**Signal wires on met1**

Supply wires on this layer in grey.
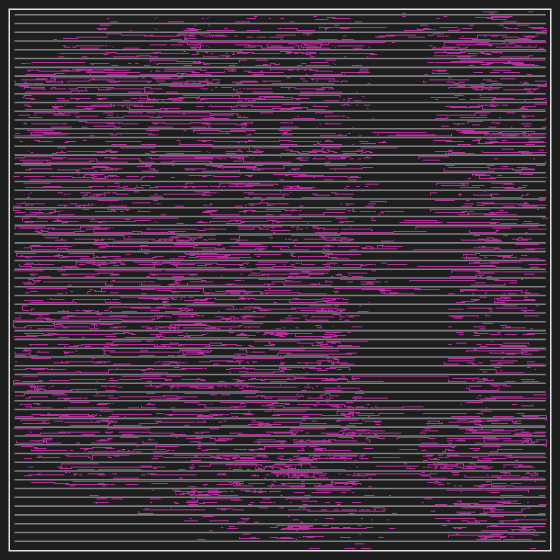
**Power grid**

Pins as bars on the die edge.
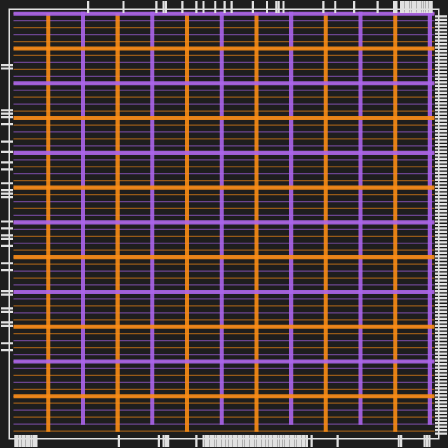
**Clock nets**

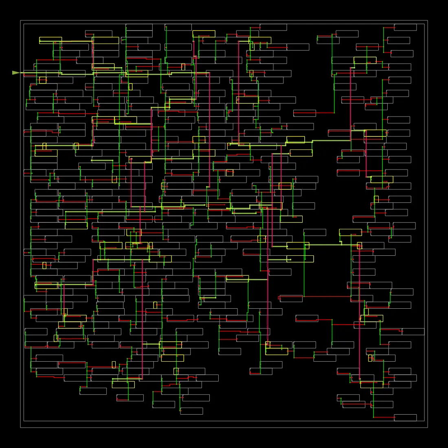
**Sequential cells coloured by netlist name**

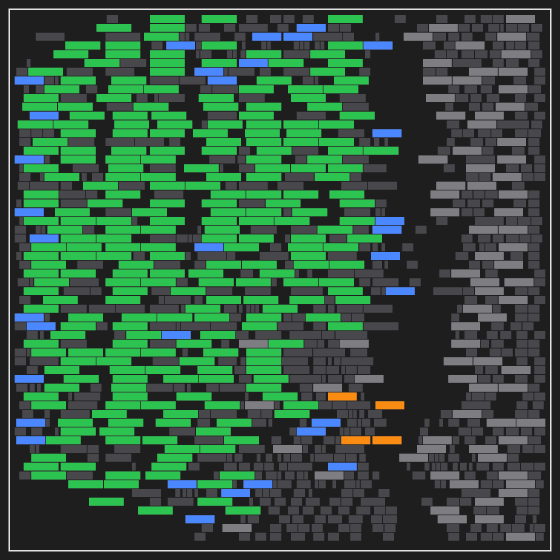
**Selected gate families**

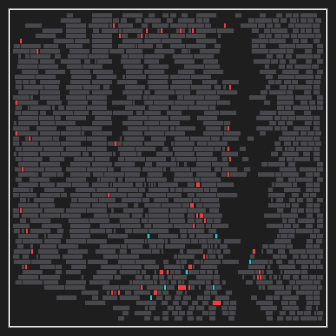
$ cat src/rtl/bp_stream_pc_bridge_if.sv
// AXI-Lite slave channel bundle between the PC interconnect (master) and the stream bridge (slave).
interface bp_stream_pc_bridge_if #(
    parameter int addr_width_p = 32,
    parameter int data_width_p = 32
);
    logic [addr_width_p-1:0]   s_axil_awaddr_i;
    logic [2:0]                s_axil_awprot_i;
    logic                      s_axil_awvalid_i;
    logic                      s_axil_awready_o;

    logic [data_width_p-1:0]   s_axil_wdata_i;
    logic [data_width_p/8-1:0] s_axil_wstrb_i;
    logic                      s_axil_wvalid_i;
    logic                      s_axil_wready_o;

    logic [1:0]                s_axil_bresp_o;
    logic                      s_axil_bvalid_o;
    logic                      s_axil_bready_i;

    logic [addr_width_p-1:0]   s_axil_araddr_i;
    logic [2:0]                s_axil_arprot_i;
    logic                      s_axil_arvalid_i;
    logic                      s_axil_arready_o;

    logic [data_width_p-1:0]   s_axil_rdata_o;
    logic [1:0]                s_axil_rresp_o;
    logic                      s_axil_rvalid_o;
    logic                      s_axil_rready_i;

    modport master (
        output s_axil_awaddr_i, s_axil_awprot_i, s_axil_awvalid_i,
        input  s_axil_awready_o,
        output s_axil_wdata_i, s_axil_wstrb_i, s_axil_wvalid_i,
        input  s_axil_wready_o,
        input  s_axil_bresp_o, s_axil_bvalid_o,
        output s_axil_bready_i,
        output s_axil_araddr_i, s_axil_arprot_i, s_axil_arvalid_i,
        input  s_axil_arready_o,
        input  s_axil_rdata_o, s_axil_rresp_o, s_axil_rvalid_o,
        output s_axil_rready_i
    );

    modport slave (
        input  s_axil_awaddr_i, s_axil_awprot_i, s_axil_awvalid_i,
        output s_axil_awready_o,
        input  s_axil_wdata_i, s_axil_wstrb_i, s_axil_wvalid_i,
        output s_axil_wready_o,
        output s_axil_bresp_o, s_axil_bvalid_o,
        input  s_axil_bready_i,
        input  s_axil_araddr_i, s_axil_arprot_i, s_axil_arvalid_i,
        output s_axil_arready_o,
        output s_axil_rdata_o, s_axil_rresp_o, s_axil_rvalid_o,
        input  s_axil_rready_i
    );
endinterface

$ cat src/rtl/bp_stream_pc_bridge.sv
// AXI-Lite writes become one stream (addr,data) word toward BP; reads pop a BP->PC FIFO or return status.
// Stream word 1 cycle after last of AW/W, B 1 cycle after yumi, R 1 cycle after AR; stream_ready_o low when FIFO full.
module bp_stream_pc_bridge #(
    parameter int stream_addr_width_p = 32,
    parameter int stream_data_width_p = 32,
    parameter int fifo_els_p          = 8,
    localparam int cnt_width_lp       = $clog2(fifo_els_p + 1)
) (
    input  logic                           clk_i,
    input  logic                           reset_n_i,
    bp_stream_pc_bridge_if.slave           s_axil,
    output logic                           stream_v_o,
    output logic [stream_addr_width_p-1:0] stream_addr_o,
    output logic [stream_data_width_p-1:0] stream_data_o,
    input  logic                           stream_yumi_i,
    input  logic                           stream_v_i,
    input  logic [stream_data_width_p-1:0] stream_data_i,
    output logic                           stream_ready_o
);
    localparam int ptr_width_lp = $clog2(fifo_els_p);
    localparam logic [stream_addr_width_p-1:0] fifo_addr_lp   = stream_addr_width_p'('h00);
    localparam logic [stream_addr_width_p-1:0] count_addr_lp  = stream_addr_width_p'('h04);
    localparam logic [stream_addr_width_p-1:0] status_addr_lp = stream_addr_width_p'('h08);

    typedef enum logic [1:0] {e_w_idle, e_w_stream, e_w_resp} w_state_e;
    typedef enum logic       {e_r_idle, e_r_resp} r_state_e;

    w_state_e                       w_state_q, w_state_d;
    r_state_e                       r_state_q, r_state_d;
    logic                           aw_held_q, aw_held_d;
    logic                           w_held_q, w_held_d;
    logic [stream_addr_width_p-1:0] addr_q, addr_d;
    logic [stream_data_width_p-1:0] data_q, data_d;
    logic [stream_data_width_p-1:0] rdata_q, rdata_d;
    logic [1:0]                     rresp_q, rresp_d;
    logic [ptr_width_lp-1:0]        wr_ptr_q, wr_ptr_d, rd_ptr_q, rd_ptr_d;
    logic [cnt_width_lp-1:0]        count_q, count_d;
    logic [stream_data_width_p-1:0] mem_q [fifo_els_p];

    logic aw_fire, w_fire, ar_fire, push, pop, fifo_empty;
    logic unused_sideband;

    assign unused_sideband = ^{s_axil.s_axil_awprot_i, s_axil.s_axil_arprot_i, s_axil.s_axil_wstrb_i};

    // Readies depend only on state flops, never on the incoming valids.
    assign s_axil.s_axil_awready_o = (w_state_q == e_w_idle) && !aw_held_q;
    assign s_axil.s_axil_wready_o  = (w_state_q == e_w_idle) && !w_held_q;
    assign s_axil.s_axil_bvalid_o  = (w_state_q == e_w_resp);
    assign s_axil.s_axil_bresp_o   = 2'b00;
    assign s_axil.s_axil_arready_o = (r_state_q == e_r_idle);
    assign s_axil.s_axil_rvalid_o  = (r_state_q == e_r_resp);
    assign s_axil.s_axil_rdata_o   = rdata_q;
    assign s_axil.s_axil_rresp_o   = rresp_q;

    assign stream_v_o     = (w_state_q == e_w_stream);
    assign stream_addr_o  = addr_q;
    assign stream_data_o  = data_q;
    assign stream_ready_o = (count_q != cnt_width_lp'(fifo_els_p));

    assign aw_fire    = s_axil.s_axil_awvalid_i && s_axil.s_axil_awready_o;
    assign w_fire     = s_axil.s_axil_wvalid_i && s_axil.s_axil_wready_o;
    assign ar_fire    = s_axil.s_axil_arvalid_i && s_axil.s_axil_arready_o;
    assign push       = stream_v_i && stream_ready_o;
    assign fifo_empty = (count_q == '0);

    always_comb begin
        w_state_d = w_state_q;
        aw_held_d = aw_held_q;
        w_held_d  = w_held_q;
        addr_d    = addr_q;
        data_d    = data_q;
        unique case (w_state_q)
            e_w_idle: begin
                if (aw_fire) begin
                    aw_held_d = 1'b1;
                    addr_d    = s_axil.s_axil_awaddr_i;
                end
                if (w_fire) begin
                    w_held_d = 1'b1;
                    data_d   = s_axil.s_axil_wdata_i;
                end
                if (aw_held_d && w_held_d) w_state_d = e_w_stream;
            end
            e_w_stream: begin
                if (stream_yumi_i) begin
                    aw_held_d = 1'b0;
                    w_held_d  = 1'b0;
                    w_state_d = e_w_resp;
                end
            end
            e_w_resp: begin
                if (s_axil.s_axil_bready_i) w_state_d = e_w_idle;
            end
            default: w_state_d = e_w_idle;
        endcase
    end

    always_comb begin
        r_state_d = r_state_q;
        rdata_d   = rdata_q;
        rresp_d   = rresp_q;
        pop       = 1'b0;
        unique case (r_state_q)
            e_r_idle: begin
                if (ar_fire) begin
                    r_state_d = e_r_resp;
                    rdata_d   = '0;
                    rresp_d   = 2'b00;
                    if (s_axil.s_axil_araddr_i == fifo_addr_lp) begin
                        pop = !fifo_empty;
                        if (!fifo_empty) rdata_d = mem_q[rd_ptr_q];
                    end else if (s_axil.s_axil_araddr_i == count_addr_lp) begin
                        rdata_d = stream_data_width_p'(count_q);
                    end else if (s_axil.s_axil_araddr_i == status_addr_lp) begin
                        rdata_d[0] = (w_state_q != e_w_idle);
                    end else begin
                        rresp_d = 2'b10;
                    end
                end
            end
            e_r_resp: begin
                if (s_axil.s_axil_rready_i) r_state_d = e_r_idle;
            end
            default: r_state_d = e_r_idle;
        endcase
    end

    always_comb begin
        wr_ptr_d = push ? wr_ptr_q + ptr_width_lp'(1) : wr_ptr_q;
        rd_ptr_d = pop  ? rd_ptr_q + ptr_width_lp'(1) : rd_ptr_q;
        count_d  = count_q;
        if (push && !pop)      count_d = count_q + cnt_width_lp'(1);
        else if (!push && pop) count_d = count_q - cnt_width_lp'(1);
    end

    always_ff @(posedge clk_i or negedge reset_n_i) begin
        if (!reset_n_i) begin
            w_state_q <= e_w_idle;
            r_state_q <= e_r_idle;
            aw_held_q <= 1'b0;
            w_held_q  <= 1'b0;
            addr_q    <= '0;
            data_q    <= '0;
            rdata_q   <= '0;
            rresp_q   <= 2'b00;
            wr_ptr_q  <= '0;
            rd_ptr_q  <= '0;
            count_q   <= '0;
        end else begin
            w_state_q <= w_state_d;
            r_state_q <= r_state_d;
            aw_held_q <= aw_held_d;
            w_held_q  <= w_held_d;
            addr_q    <= addr_d;
            data_q    <= data_d;
            rdata_q   <= rdata_d;
            rresp_q   <= rresp_d;
            wr_ptr_q  <= wr_ptr_d;
            rd_ptr_q  <= rd_ptr_d;
            count_q   <= count_d;
        end
    end

    // Storage needs no reset; occupancy alone defines which entries are live.
    always_ff @(posedge clk_i) begin
        if (push) mem_q[wr_ptr_q] <= stream_data_i;
    end
endmodule
$ cat src/flat_wrapper.sv
// flat-port wrapper written by rule: the top's interface ports become plain ports
module bp_stream_pc_bridge_flat 
#(
    parameter int stream_addr_width_p = 32,
    parameter int stream_data_width_p = 32,
    parameter int fifo_els_p          = 8,
    localparam int cnt_width_lp       = $clog2(fifo_els_p + 1)
)
  (clk_i, reset_n_i, stream_v_o, stream_addr_o, stream_data_o, stream_yumi_i, stream_v_i, stream_data_i, stream_ready_o, s_axil_s_axil_awaddr_i, s_axil_s_axil_awprot_i, s_axil_s_axil_awvalid_i, s_axil_s_axil_awready_o, s_axil_s_axil_wdata_i, s_axil_s_axil_wstrb_i, s_axil_s_axil_wvalid_i, s_axil_s_axil_wready_o, s_axil_s_axil_bresp_o, s_axil_s_axil_bvalid_o, s_axil_s_axil_bready_i, s_axil_s_axil_araddr_i, s_axil_s_axil_arprot_i, s_axil_s_axil_arvalid_i, s_axil_s_axil_arready_o, s_axil_s_axil_rdata_o, s_axil_s_axil_rresp_o, s_axil_s_axil_rvalid_o, s_axil_s_axil_rready_i);
  bp_stream_pc_bridge_if s_axil_i ();
  input  logic clk_i;
  input  logic reset_n_i;
  output logic stream_v_o;
  output logic [stream_addr_width_p-1:0] stream_addr_o;
  output logic [stream_data_width_p-1:0] stream_data_o;
  input  logic stream_yumi_i;
  input  logic stream_v_i;
  input  logic [stream_data_width_p-1:0] stream_data_i;
  output logic stream_ready_o;
  input wire logic [$bits(s_axil_i.s_axil_awaddr_i)-1:0] s_axil_s_axil_awaddr_i;
  input wire logic [$bits(s_axil_i.s_axil_awprot_i)-1:0] s_axil_s_axil_awprot_i;
  input wire logic [$bits(s_axil_i.s_axil_awvalid_i)-1:0] s_axil_s_axil_awvalid_i;
  output wire logic [$bits(s_axil_i.s_axil_awready_o)-1:0] s_axil_s_axil_awready_o;
  input wire logic [$bits(s_axil_i.s_axil_wdata_i)-1:0] s_axil_s_axil_wdata_i;
  input wire logic [$bits(s_axil_i.s_axil_wstrb_i)-1:0] s_axil_s_axil_wstrb_i;
  input wire logic [$bits(s_axil_i.s_axil_wvalid_i)-1:0] s_axil_s_axil_wvalid_i;
  output wire logic [$bits(s_axil_i.s_axil_wready_o)-1:0] s_axil_s_axil_wready_o;
  output wire logic [$bits(s_axil_i.s_axil_bresp_o)-1:0] s_axil_s_axil_bresp_o;
  output wire logic [$bits(s_axil_i.s_axil_bvalid_o)-1:0] s_axil_s_axil_bvalid_o;
  input wire logic [$bits(s_axil_i.s_axil_bready_i)-1:0] s_axil_s_axil_bready_i;
  input wire logic [$bits(s_axil_i.s_axil_araddr_i)-1:0] s_axil_s_axil_araddr_i;
  input wire logic [$bits(s_axil_i.s_axil_arprot_i)-1:0] s_axil_s_axil_arprot_i;
  input wire logic [$bits(s_axil_i.s_axil_arvalid_i)-1:0] s_axil_s_axil_arvalid_i;
  output wire logic [$bits(s_axil_i.s_axil_arready_o)-1:0] s_axil_s_axil_arready_o;
  output wire logic [$bits(s_axil_i.s_axil_rdata_o)-1:0] s_axil_s_axil_rdata_o;
  output wire logic [$bits(s_axil_i.s_axil_rresp_o)-1:0] s_axil_s_axil_rresp_o;
  output wire logic [$bits(s_axil_i.s_axil_rvalid_o)-1:0] s_axil_s_axil_rvalid_o;
  input wire logic [$bits(s_axil_i.s_axil_rready_i)-1:0] s_axil_s_axil_rready_i;
  assign s_axil_i.s_axil_awaddr_i = s_axil_s_axil_awaddr_i;
  assign s_axil_i.s_axil_awprot_i = s_axil_s_axil_awprot_i;
  assign s_axil_i.s_axil_awvalid_i = s_axil_s_axil_awvalid_i;
  assign s_axil_s_axil_awready_o = s_axil_i.s_axil_awready_o;
  assign s_axil_i.s_axil_wdata_i = s_axil_s_axil_wdata_i;
  assign s_axil_i.s_axil_wstrb_i = s_axil_s_axil_wstrb_i;
  assign s_axil_i.s_axil_wvalid_i = s_axil_s_axil_wvalid_i;
  assign s_axil_s_axil_wready_o = s_axil_i.s_axil_wready_o;
  assign s_axil_s_axil_bresp_o = s_axil_i.s_axil_bresp_o;
  assign s_axil_s_axil_bvalid_o = s_axil_i.s_axil_bvalid_o;
  assign s_axil_i.s_axil_bready_i = s_axil_s_axil_bready_i;
  assign s_axil_i.s_axil_araddr_i = s_axil_s_axil_araddr_i;
  assign s_axil_i.s_axil_arprot_i = s_axil_s_axil_arprot_i;
  assign s_axil_i.s_axil_arvalid_i = s_axil_s_axil_arvalid_i;
  assign s_axil_s_axil_arready_o = s_axil_i.s_axil_arready_o;
  assign s_axil_s_axil_rdata_o = s_axil_i.s_axil_rdata_o;
  assign s_axil_s_axil_rresp_o = s_axil_i.s_axil_rresp_o;
  assign s_axil_s_axil_rvalid_o = s_axil_i.s_axil_rvalid_o;
  assign s_axil_i.s_axil_rready_i = s_axil_s_axil_rready_i;
  bp_stream_pc_bridge #(.stream_addr_width_p(stream_addr_width_p), .stream_data_width_p(stream_data_width_p), .fifo_els_p(fifo_els_p)) u_core (.clk_i(clk_i), .reset_n_i(reset_n_i), .s_axil(s_axil_i), .stream_v_o(stream_v_o), .stream_addr_o(stream_addr_o), .stream_data_o(stream_data_o), .stream_yumi_i(stream_yumi_i), .stream_v_i(stream_v_i), .stream_data_i(stream_data_i), .stream_ready_o(stream_ready_o));
endmodule
$ cat config.mk
export PLATFORM = sky130hd
export DESIGN_NAME = bp_stream_pc_bridge_flat
export DESIGN_NICKNAME = d
export VERILOG_FILES = /design/src/rtl/bp_stream_pc_bridge_if.sv /design/src/rtl/bp_stream_pc_bridge.sv /design/src/flat_wrapper.sv
export SDC_FILE = /design/constraint.sdc
export NUM_CORES = 1
export LEC_CHECK = 0
export CAP_MARGIN = 30
export CORE_UTILIZATION = 52
export CTS_CLUSTER_SIZE = 24
export DETAILED_ROUTE_END_ITERATION = 16
export GPL_TIMING_DRIVEN = 0
export MAX_ROUTING_LAYER = met4
export PLACE_DENSITY = 0.79
export SYNTH_ARGS = -nofsm -noshare
export SYNTH_HDL_FRONTEND = slang
export SYNTH_SLANG_ARGS = --single-unit
$ cat constraint.sdc
create_clock -name clk_i -period 4.44 [get_ports clk_i]
set_input_delay 0.888 -clock clk_i [delete_from_list [all_inputs] [get_ports clk_i]]
set_output_delay 0.888 -clock clk_i [all_outputs]
set_load 0.03 [all_outputs]
==> notes.md <==
Results of the run.

For this run, asynchronously set or reset flops after synthesis account for between 30 and 40%. The clock slew at the register clock pins of the worst setup and hold paths is 0.06 ns. The post-placement cell area is roughly 17,000 um2. Counting the clock-network buffers in the layout gives between 40 and 50. The logic gate share of total power is about a quarter. Non-clock buffers make up between 10% and 20% of the layout cell area. Per the detailed-route log, wirelength across all metal layers totals roughly 32 mm. The die is ~170 um tall. The highest ir drop seen on vdd is about 0.36 mV. OpenROAD emitted warnings numbering 36. A synthesized cell averages around 20 um2. The worst slew margin relative to its limit is about 35%. STA shows the worst reg2reg path with a cell count of 12. The number of antenna violations at the first check in global routing came to 2. Leaving out filler cells and counting taps, the final layout contains ~1.4k. The number of buffers inserted to repair setup after CTS is 0.

The data arrival time of the worst path is about 4.0 ns. The main area contributors are sky130_fd_sc_hd__edfxtp_1, sky130_fd_sc_hd__dfrtp_1, sky130_fd_sc_hd__mux4_2, sky130_fd_sc_hd__mux2_2, sky130_fd_sc_hd__mux2_1. The most used logic cell in the final layout is sky130_fd_sc_hd__edfxtp_1. TritonCTS built the clock tree. Looking at the critical path, the single cell with the biggest stage delay is sky130_fd_sc_hd__nor4_4. Entering global routing, the biggest net connects 85 pins. The routed via count divided by cell count is ~5.7. The simple-gate area share of the yosys netlist is around 3.4%. The share of power burned in the clock network is around 29%. Per the detail_route log, met3 wirelength is between 2 and 2.5 mm. The share of total power consumed by net switching is about 30%. Post-synthesis, Yosys gives the total cell area as between 10,000 and 15,000 um2. The worst setup path is launched from an input pin. The overall power of the completed layout is between 10 and 15 mW. The met2 capacity usage during global routing is between 40% and 50%. Per the Yosys statistics, synthesis produced approximately 730 cells. The layout report lists the clock-cell share of area as 6.27%. At the worst endpoint, the required time is between 4 and 5 ns.

Once detail routing completed, the nets flagged for antenna violations numbered 0. The maximum fanout along the worst path is 10. The post-route clock period utilization is ~80%.

The number of warnings reported in the yosys synthesis log is 0. In this run the most used layer during global routing was met2. The flow ran to the end, and the final reports show no timing, DRC or antenna violations. Wire segments on met2 add up to approximately 16 mm in the final route. TritonRoute output was used to compute an average wire per cell of between 20 and 25 um.

The floorplan core area is 26,900 um2. The cell type with the highest aggregate area in the netlist is sky130_fd_sc_hd__edfxtp_1. The cell sitting at the root of the clock tree is a sky130_fd_sc_hd__clkbuf_16. In this run, power in combinational logic comes to between 2 and 3 mW. The leakage power is roughly 6.5 nW. The post-synthesis share of cell area spent on full adders, half adders and majority gates is 0.581%. The total DRC errors in the routed layout is 0. The pin slew with the least headroom to its limit is a little under 1 ns. The total global routing overflow is 0. Endpoints failing hold in the final report were tallied at 0. The critical path's largest stage delay is 0.49 ns. The instance count of the mapped netlist is slightly above 700. In this run the critical register-to-register path is launched from u_core.s_axil.s_axil_rvalid_o. The initial core utilization is 52.9%. The routability-driven placement congestion ratio is about 0.79. Ranked by instance count, the synthesized netlist is headed by sky130_fd_sc_hd__edfxtp_1, sky130_fd_sc_hd__dfrtp_1, sky130_fd_sc_hd__mux4_2, sky130_fd_sc_hd__mux2_2, sky130_fd_sc_hd__nand2_1. The portion of synthesized area spent on multiplexers is 17.7%.

The endpoint of the worst-slack reg-to-reg timing path is u_core.count_q[3]. The type recorded for the worst min-delay path is in -> async. The achievable clock frequency is between 200 and 300 MHz. The post-synth tally of flip-flops with integrated enable is roughly 260. According to the I/O placement log, the pin count is ~250. The total placed cells including tap cells is 1,323. The first-pass GRT wire length is just under 50 mm. The maximum count of clock buffers along a single path is 3.

Non-clock inverters in the final layout number 7. The smallest clock period supported by the final layout is computed as ~3.5 ns. Per STA, the startpoint of the critical path is s_axil_s_axil_araddr_i[1]. Setup repair after global routing left no endpoint under its margin. The final total negative setup slack is 0 ns. STA classifies the critical path endpoint as a flop.

The biggest slice of the total power is consumed by sequential cells. The critical path ends at u_core.count_q[3]. The layout report lists the combined flip-flop and latch area as between 10,000 and 15,000 um2. Of the total standard cell area in the layout, the multi-input combinational portion is 19.0%. The count of buffers added on input and output ports is approximately 240. The number of max-cap violations is 0. The half-perimeter wire length after placement is approximately 21 mm. Total power normalized to cell area comes to between 500 and 600 nW/um2.

The number of hold buffers added after cts is 0. The most frequent cell after synthesis is sky130_fd_sc_hd__edfxtp_1. Per Yosys stat, the portion of area used by sequential elements is 73.8%.
## Picture notes: 'signal wires on met1'
longest straight run: 52.9 um
wire length on this layer: 12,800 um
share of all routed wire: 40%
nets with wire on the layer: 1,060

## Picture notes: 'power grid'
| colour | net |
|---|---|
| purple | VDD |
| orange | VSS |
met1 rails: 61
met4 straps: 12

## Picture notes: 'clock nets'
Clock Latency Late Sink: 0.54 ns
Sink Count: 368
FF+latch count: 368
number of buffers added by the clock tree synthesis step: 37
worst clock skew: 0.0233 ns

## Picture notes: 'sequential cells coloured by netlist name'
| colour | name in the netlist | placed flops |
|---|---|---|
| blue | u_core.s_axil.s_axil_rdata_o | 32 |
| orange | u_core.count_q | 4 |
| green | u_core.mem_q | 256 |

## Picture notes: 'selected gate families'
| colour | family | cells | where |
|---|---|---|---|
| red | NAND gates | 46 | spread over the die |
| cyan | inverters | 7 | bottom centre |

Power and IR drop assume default switching activity.
